<file path="src/rtl/wallace_final_adder.sv">
// wallace_final_adder: serial CHUNK-bit carry-propagate adder that adds the two reduced Wallace rows into the product
module wallace_final_adder #(
  parameter int WIDTH = 12,
  parameter int CHUNK = 4
) (
  input  logic             clk,
  input  logic             rst,
  input  logic             in_valid,
  output logic             in_ready,
  input  logic [WIDTH-1:0] r1,
  input  logic [WIDTH-1:0] r2,
  output logic             out_valid,
  input  logic             out_ready,
  output logic [WIDTH-1:0] product,
  output logic             carry_out
);
  localparam int NSLICE = WIDTH / CHUNK;
  localparam int IW = NSLICE > 1 ? $clog2(NSLICE) : 1;
  typedef enum logic [1:0] {IDLE, ADD, DONE} state_t;
  state_t           state_q, state_d;
  logic [WIDTH-1:0] r1_q, r1_d, r2_q, r2_d, sum_q, sum_d, product_q, product_d;
  logic             carry_q, carry_d, carry_out_q, carry_out_d;
  logic [IW-1:0]    idx_q, idx_d;
  logic [CHUNK:0]   slice;
  logic [WIDTH-1:0] sum_ins;
  logic             last;
  assign in_ready  = state_q == IDLE && !rst;
  assign out_valid = state_q == DONE;
  assign product   = product_q;
  assign carry_out = carry_out_q;
  assign last      = idx_q == IW'(NSLICE - 1);
  // one CHUNK-bit ripple slice; the carry between slices lives in carry_q
  always_comb begin
    slice = {1'b0, r1_q[idx_q*CHUNK +: CHUNK]} + {1'b0, r2_q[idx_q*CHUNK +: CHUNK]} + {{CHUNK{1'b0}}, carry_q};
    sum_ins = sum_q;
    sum_ins[idx_q*CHUNK +: CHUNK] = slice[CHUNK-1:0];
  end
  // IDLE accepts a row pair, ADD walks the slices, DONE holds the result until taken
  always_comb begin
    state_d     = state_q;
    r1_d        = r1_q;
    r2_d        = r2_q;
    sum_d       = sum_q;
    carry_d     = carry_q;
    idx_d       = idx_q;
    product_d   = product_q;
    carry_out_d = carry_out_q;
    case (state_q)
      IDLE: if (in_valid && in_ready) begin
        r1_d    = r1;
        r2_d    = r2;
        sum_d   = '0;
        carry_d = 1'b0;
        idx_d   = '0;
        state_d = ADD;
      end
      ADD: begin
        sum_d       = sum_ins;
        carry_d     = slice[CHUNK];
        idx_d       = last ? idx_q : idx_q + IW'(1);
        product_d   = last ? sum_ins : product_q;
        carry_out_d = last ? slice[CHUNK] : carry_out_q;
        state_d     = last ? DONE : ADD;
      end
      DONE: state_d = out_ready ? IDLE : DONE;
      default: state_d = IDLE;
    endcase
  end
  // state and datapath registers; reset aborts any operation in flight
  always_ff @(posedge clk) begin
    if (rst) begin
      state_q     <= IDLE;
      r1_q        <= '0;
      r2_q        <= '0;
      sum_q       <= '0;
      carry_q     <= 1'b0;
      idx_q       <= '0;
      product_q   <= '0;
      carry_out_q <= 1'b0;
    end else begin
      state_q     <= state_d;
      r1_q        <= r1_d;
      r2_q        <= r2_d;
      sum_q       <= sum_d;
      carry_q     <= carry_d;
      idx_q       <= idx_d;
      product_q   <= product_d;
      carry_out_q <= carry_out_d;
    end
  end
endmodule

</file>
<file path="config.mk">
export PLATFORM = sky130hd
export DESIGN_NAME = wallace_final_adder
export DESIGN_NICKNAME = d
export VERILOG_FILES = /design/src/rtl/wallace_final_adder.sv
export SDC_FILE = /design/constraint.sdc
export NUM_CORES = 1
export LEC_CHECK = 0
export CAP_MARGIN = 15
export CORE_MARGIN = 2
export CORE_UTILIZATION = 45
export CTS_CLUSTER_SIZE = 10
export DETAILED_ROUTE_END_ITERATION = 12
export PLACE_DENSITY = 0.78
export REMOVE_ABC_BUFFERS = 1
export SLEW_MARGIN = 20
export SYNTH_ARGS = -nofsm -noshare
export SYNTH_HDL_FRONTEND = slang
export SYNTH_SLANG_ARGS = --single-unit
</file>
<file path="constraint.sdc">
create_clock -name clk -period 4.7 [get_ports clk]
set_input_delay 0.47 -clock clk [delete_from_list [all_inputs] [get_ports clk]]
set_output_delay 0.47 -clock clk [all_outputs]
set_load 0.005 [all_outputs]
</file>
Figure 1. Clock wires, drivers and flops.
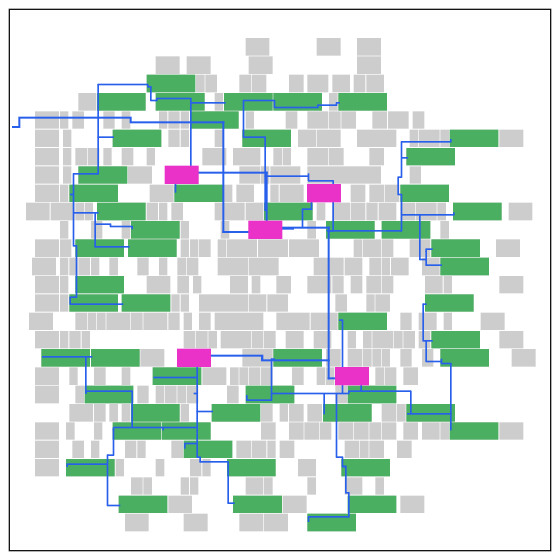
[clock-net drivers] magenta | count: 5
[clock wires] blue | length: 569 um
[flip-flops] green | count: 54
routed clock nets	6
flops lie	all over the die

Figure 2. Routed metal per tile.
Scale bar: 20 um. 16 x 16 tiles, from dark purple (low) to yellow (high), scaled to the fullest tile. Values are wire area over tile area, all layers added.
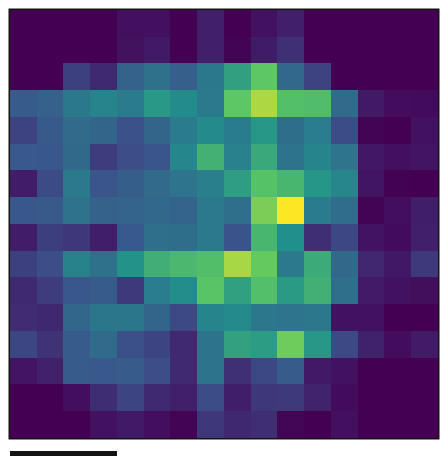
fullest tile	0.57
densest ninth of the die	centre
mean over tiles	0.14
tiles over half the peak	13%
nearly empty tiles	20%

Figure 3. Cells by drive strength.
Scale bar: 20 um.
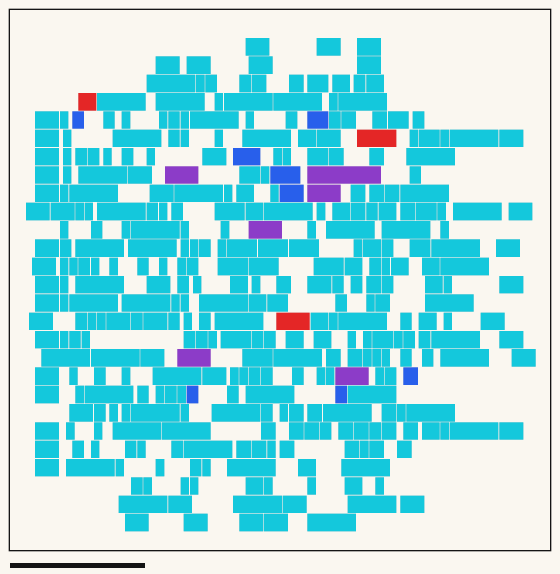
size	colour	cells	share
x6 and larger	purple	6	1.7%
x1 and smaller	cyan	337	95%
x3 and x4	red	3	0.85%
x2	blue	8	2.3%

Figure 4. Placed standard cells.
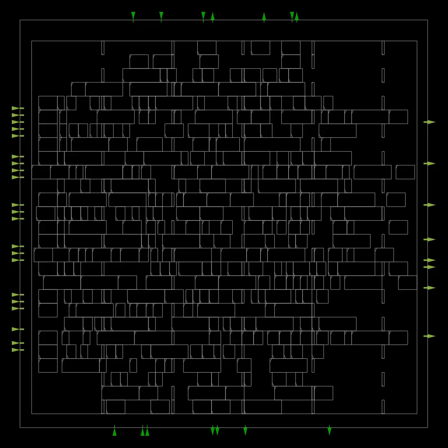
sequential share of cell area: 34.4%
Fill cells: 531

==> flow_summary.toml <==
# generated from flow reports
[drt]
wl_per_cell_um = 13.1
vias = 2284
drc = 0
ant_nets = 0
via_per_inst = 5.36
drt-total-wl_um = 5570

[synth]
ys_async_sr_fraction_pct = 0
yosysUniqueCellTypes = 45
ys.flop_type = "dfxtp_1"
edf_count = 0
top_area_cell = "dfxtp_1"
yosysWarnings = 0
synth_flop_count = 54
syn_area_um2 = 2620
most_common_cell = "nand2_1"
yosys_cells = 323
synth_top_area_share_pct = 41.3
area_leaders = "dfxtp_1 41%, nand2_1 11%, a21oi_1 7.6%, ha_1 3.8%, mux2i_1 3.4%"
synth_chip_area_um2 = 2620
synthTopCellsByCount = "74 x nand2_1, 54 x dfxtp_1, 40 x a21oi_1"
syn_inst = 323

[final_timing]
setup_ws_ns = 1.69
setup_violations = 0
fmax_mhz = 332
rsz0062_at_grt = "no"
drv_slew = 0
fin_crit_ns = 3.01
period_used_pct = 64.1
relSlewSlack_pct = 35.6
setup-tns-final_ns = 0
tightest_slew_ns = 0.967
hold_viol_final = 0

[floorplanning]
die_width_um = 80.3
rows = 27
core-area_um2 = 5570
io_pins = 43

[layout]
syn_to_final_growth_pct = 20.2
fin_nets = 391
layout-drive-gt1-share_pct = 4.80
insertedDiodeCount = 0

[outcome]
outcome = "completed"

[worst_setup_path]
path_buffers = 0
cpMaxStageDelayCell = "dfxtp_1"
cp.arrival_ns = 3.24
max_stage_delay_ns = 0.73
critPathKind = "flip-flop to flip-flop"
crit_family = "adder cells"
worstSetupStartpointType = "flip-flop"
cp_common_cell = "fa_1"
end_kind = "flip-flop"
critical_path.cell_chain = "nor2_1 > nand2_1 > o21ai_0 > fa_1 > fa_1 > xor2_1 > and3_1 > a21oi_1 > a211oi_1"
cp.required_ns = 4.93

[global_route]
first_global_vias = 2010
grt_overflow = 0
grt_antenna_before_repair = 0
grt_pass1_wl_um = 9250
grtUsageMet1_pct = 22.4
use_met2_pct = 30.1
use_met3_pct = 4.72

[place]
dp_slack_ns = 1.69
place_congestion = 0.842
io_buffer_count = 42

[pwr]
vdd_drop_max_v = 0.000187
power_leakage_nw = 1.09

[clock_tree]
clk_pin_slew_ns = 0.09
root_buffer = "clkbuf_8"
cts_tree = "built"
cts_buffer_depth = 2
cts_buffers = 5
cts_resized = 0
insertion_delay_ns = 0.31
cts_hold_buf = 0

[worst_hold_path]
hold_class = "flip-flop to flip-flop"

[job]
tool_warnings = 29
-- worst min-delay path: stages (launching register included) --
cell and delay [ns]:
dfxtp_1 0.32, nand2_1 0.05, a21oi_1 0.05
-- cell usage in the layout (no fill, tap or decap), types with 2 or more instances in the layout --
cell,instances
nand2_1,74
dfxtp_1,54
clkdlybuf4s50_1,41
a21oi_1,40
nor2_1,16
o21ai_0,13
nor2b_1,13
mux2i_1,9
inv_1,8
a211oi_1,8
ha_1,8
nand3_1,6
o22ai_1,6
a22oi_1,5
a31oi_1,5
clkbuf_8,5
nand2b_1,4
a311oi_1,4
nor3b_1,2
nand4_1,2
a21boi_1,2
a21o_1,2
fa_1,2
clkinv_2,2
-- flip-flops by register name, summed over array words and instances, names as in the netlist --
name / flops
r1_q: 12
product: 12
r2_q: 12
carry_q: 1
idx_q: 2
state_q: 2
carry_out: 1
sum_q: 12
-- per-layer routing --
| metal | up-vias | share of wire, % |
|---|---|---|
| li1 | 1178 | - |
| met1 | 1028 | 46 |
| met2 | 67 | 47 |
| met3 | 11 | 6.1 |
| met4 | 0 | 1.4 |
| met5 | - | 0 |
-- stage by stage --
stage | area [um2] | std cells | hold slack, ns | utilization [%] | total power [mW]
final | 3150 | 426 | 0.459 | 56.5 | 0.914
after global routing | 3150 | 426 | 0.489 | 56.5 | 0.955
after CTS | 3150 | 426 | 0.459 | 56.5 | 0.922
after detailed placement | 3040 | 418 | 0.446 | 54.5 | 0.621
after global placement | 3040 | 418 | 0.445 | 54.5 | 0.617
after floorplan | 2520 | 303 | 0.430 | - | 0.564
-- logic make-up after synthesis --
family          count (synthesis)  share of synthesized area, %
fa+ha+maj                      10                          5.35
flops                          54                          41.3
xor+xnor                        2                         0.669
simple gates                  129                          23.6
mux                            10                          3.87
buf+inv                        28                          4.73
compound gates                 90                          20.5
-- power breakdown --
| group | switching [mW] | internal, mW |
|---|---|---|
| clock | 0.147 | 0.157 |
| sequential | 0.0139 | 0.471 |
| combinational | 0.0698 | 0.0555 |
| total | 0.230 | 0.684 |
-- final cells by class --
cell class / instances / area (um2)
inverters: 8 / 30.0
clock inverters: 3 / 40.0
well taps: 72 / 90.1
multi-input cells: 241 / 1410
repair buffers: 43 / 423
flip-flops and latches: 54 / 1080
fillers: 531 / 2430
clock buffers: 5 / 68.8
-- final timing paths --
path | start | to | slack (ns) | depth (start not counted)
setup / recovery | idx_q[1] | product[2] | 1.69 | 9
hold / removal | r2_q[3] | r2_q[3] | 0.46 | 2
setup reg to reg | idx_q[1] | product[2] | 1.69 | 9
hold reg to reg | r2_q[3] | r2_q[3] | 0.46 | 2
No activity file was given, so power comes from the tool's default toggle rates.
